==> config.mk <==
export PLATFORM = sky130hd
export DESIGN_NAME = frame_buffer_arbiter
export DESIGN_NICKNAME = d
export VERILOG_FILES = /design/src/rtl/frame_buffer_arbiter.sv
export SDC_FILE = /design/constraint.sdc
export NUM_CORES = 1
export LEC_CHECK = 0
export CORE_UTILIZATION = 43
export CTS_CLUSTER_DIAMETER = 40
export DETAILED_ROUTE_END_ITERATION = 7
export PLACE_DENSITY_LB_ADDON = 0.1
export SYNTH_ARGS = -nofsm -noshare
export SYNTH_HDL_FRONTEND = slang
export SYNTH_SLANG_ARGS = --single-unit
==> constraint.sdc <==
create_clock -name I_CLK -period 2.9 [get_ports I_CLK]
set_clock_uncertainty 0.1 [all_clocks]
set_input_delay 0.87 -clock I_CLK [delete_from_list [all_inputs] [get_ports I_CLK]]
set_output_delay 0.87 -clock I_CLK [all_outputs]
set_load 0.05 [all_outputs]
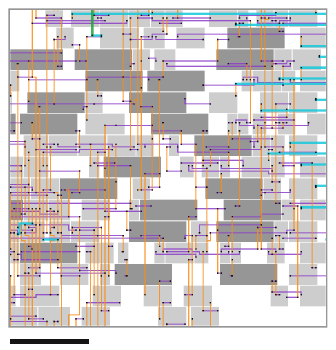
detail.png
The bar under the picture is 10 um long. Region (48, 3) to (88, 43) um. Cells in gray, sequential cells in the stronger gray; small squares are vias.
[green] metal 4
[cyan] metal 3
[orange] metal 2
[purple] metal 1
most frequent: clkdlybuf4s50_1 (34), dfxtp_1 (21), nor2b_1 (14)
sequential cells in the window: 21
cells with their middle in the window: 115

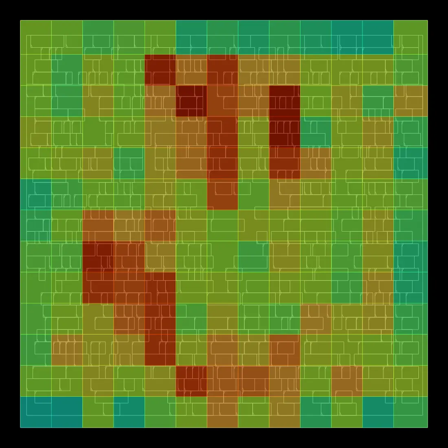
congestion.png
final core occ: 0.700
GRT met1 Usage: 0.269

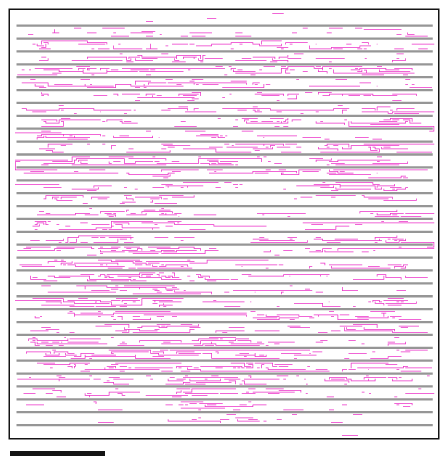
layer_met1.png
The bar under the picture is 20 um long. Supply wires on this layer in gray.
wire length on this layer: 3900 um
nets with wire on the layer: 537
main direction: horizontal
share of all routed wire: 43%
longest straight run: 29.4 um
via count: 3215
routed wire length: 9.03 mm

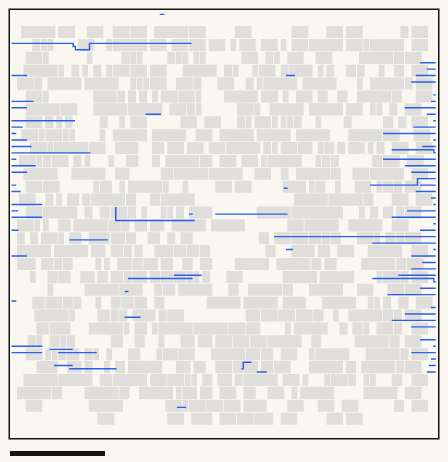
layer_met3.png
The bar under the picture is 20 um long. Cells faint in the background.
share of all routed wire: 5.2%
nets with wire on the layer: 79
main direction: horizontal
met3 usage: 0.0404

==> out/metrics.cfg <==
[placed_design]
gp_congestion=0.863
place_hpwl_mm=6.59

[setup_path]
rr_worst_depth=4
critPathCaptureType=output pin
cp_top_family=buffers and inverters
crit_cells=5
path_cells=clkdlybuf4s50_1 > and2_4 > nand3_2 > clkinv_1 > buf_6
ff2ff_setup_slack_ns=0.96
crit_arrival_ns=1.90
critPathLaunchType=primary input

[layout]
area_delta_synth_final_pct=54.5
drive_above_1_share=0.0987
nFillCells=636
stdcell_count=646
diodes=0
lay_top_cells=134 x clkdlybuf4s50_1, 86 x dfxtp_1, 65 x nand2_1

[drt]
dr_wl_met2_mm=4.52
routed_via_density=4.98
routedWlPerCell_um=14.0
route.met3.wl_um=473
dr.first_iter.drc_count=97

[hold_path]
hold_path.class=reg -> reg
hold_path_depth=1

[synth]
netlist-cell-type-count=44
syn-num-nets=459
ys_seq_frac=0.513
yosysChipArea_mm2=0.00336
postSynthAreaPerCell_um2=8.60
ys.flops=86
yosysTopAreaCell=dfxtp_1
area_leaders=dfxtp_1 51%, a21oi_1 8.8%, nand2_1 7.3%
synth-main-ff-cell=dfxtp_1
ys_cells=390
synth_warnings=0
synthArstFlopShare=0
synth_cells=390

[timing]
worstMarginPinSlew_ns=0.562
setup_violations=0
max_freq_mhz=349
slew_viol_final=0
fin_crit_sh=0.989
relSlewSlack=0.625
post-route-min-period_ns=2.87

[clock_network]
path_clk_slew_ns=0.08
cts_buffers=9
post-cts-setup-buffers=0
ctsHoldBuffers=0
h-tree-depth=3
ctsResizeCount=5
clk_path_buf_depth=2
cts_tree=built

[global_routing]
grt_pass1_vias=3273
grt.busiest_layer=met2
use_met2=0.403
grt_max_degree=55
grt_pass1_wl_mm=15.1

[power_and_ir_drop]
power.share.sequential=0.504
swShare=0.269
ir_drop_mv=0.322
p_leak_nw=2.05
clock_power_share=0.343
pwr-share-comb=0.153

[die]
row_count=31

[run_status]
status=finished clean

power groups by stage:
| stage | Sequential (mW) | Clock, mW | Combinational, mW |
|---|---|---|---|
| 6_report | 1.23 | 0.834 | 0.373 |
| 3_3_place_gp | 1.25 | 0 | 0.367 |
| 2_1_floorplan | 1.35 | 0 | 0.0910 |
| 5_1_grt | 1.23 | 0.901 | 0.396 |
| 4_1_cts | 1.23 | 0.858 | 0.374 |
| 3_5_place_dp | 1.25 | 0 | 0.369 |
cell type report:
cell class	instances	area, um2	share of cell area
clock buffers	9	124	0.0239
clock inverters	7	73.8	0.0142
inverters	7	26.3	0.00507
multi-input cells	276	1540	0.297
flip-flops and latches	86	1720	0.332
well taps	99	124	0.0239
repair buffers	162	1570	0.304
stage by stage:
step / power (mW) / TNS [ns] / hold WS, ns / instance area (um2) / setup slack, ns
after floorplan: 1.44 / 0 / 0.314 / 3360 / 0.127
after global placement: 1.62 / -0.0418 / 0.319 / 4950 / -0.0386
after detailed placement: 1.62 / -0.172 / 0.324 / 4950 / -0.0463
after CTS: 2.46 / 0 / 0.344 / 5170 / 0.00119
after global routing: 2.53 / -0.00114 / 0.353 / 5180 / -0.00114
final: 2.43 / 0 / 0.340 / 5180 / 0.0325
logic make-up (layout without fill, tap and decap cells):
logic type | after synthesis | count (layout) | synth area share
adders and majority gates | 3 | 3 | 0.0112
muxes | 12 | 12 | 0.0358
xor gates and xnor gates | 1 | 1 | 0.00261
and+or+nand+nor | 170 | 170 | 0.249
DFF | 86 | 86 | 0.513
buffers and inverters | 28 | 185 | 0.0339
AOI/OAI and AO/OA | 90 | 90 | 0.154
worst reg2reg max path: cells and delay by family (launching register included):
kind,cells,cell delay [ns]
AOI/OAI and AO/OA,1,0.13
and+or+nand+nor,3,1.28
DFF,1,0.37
No activity file was given, so power comes from the tool's default toggle rates.
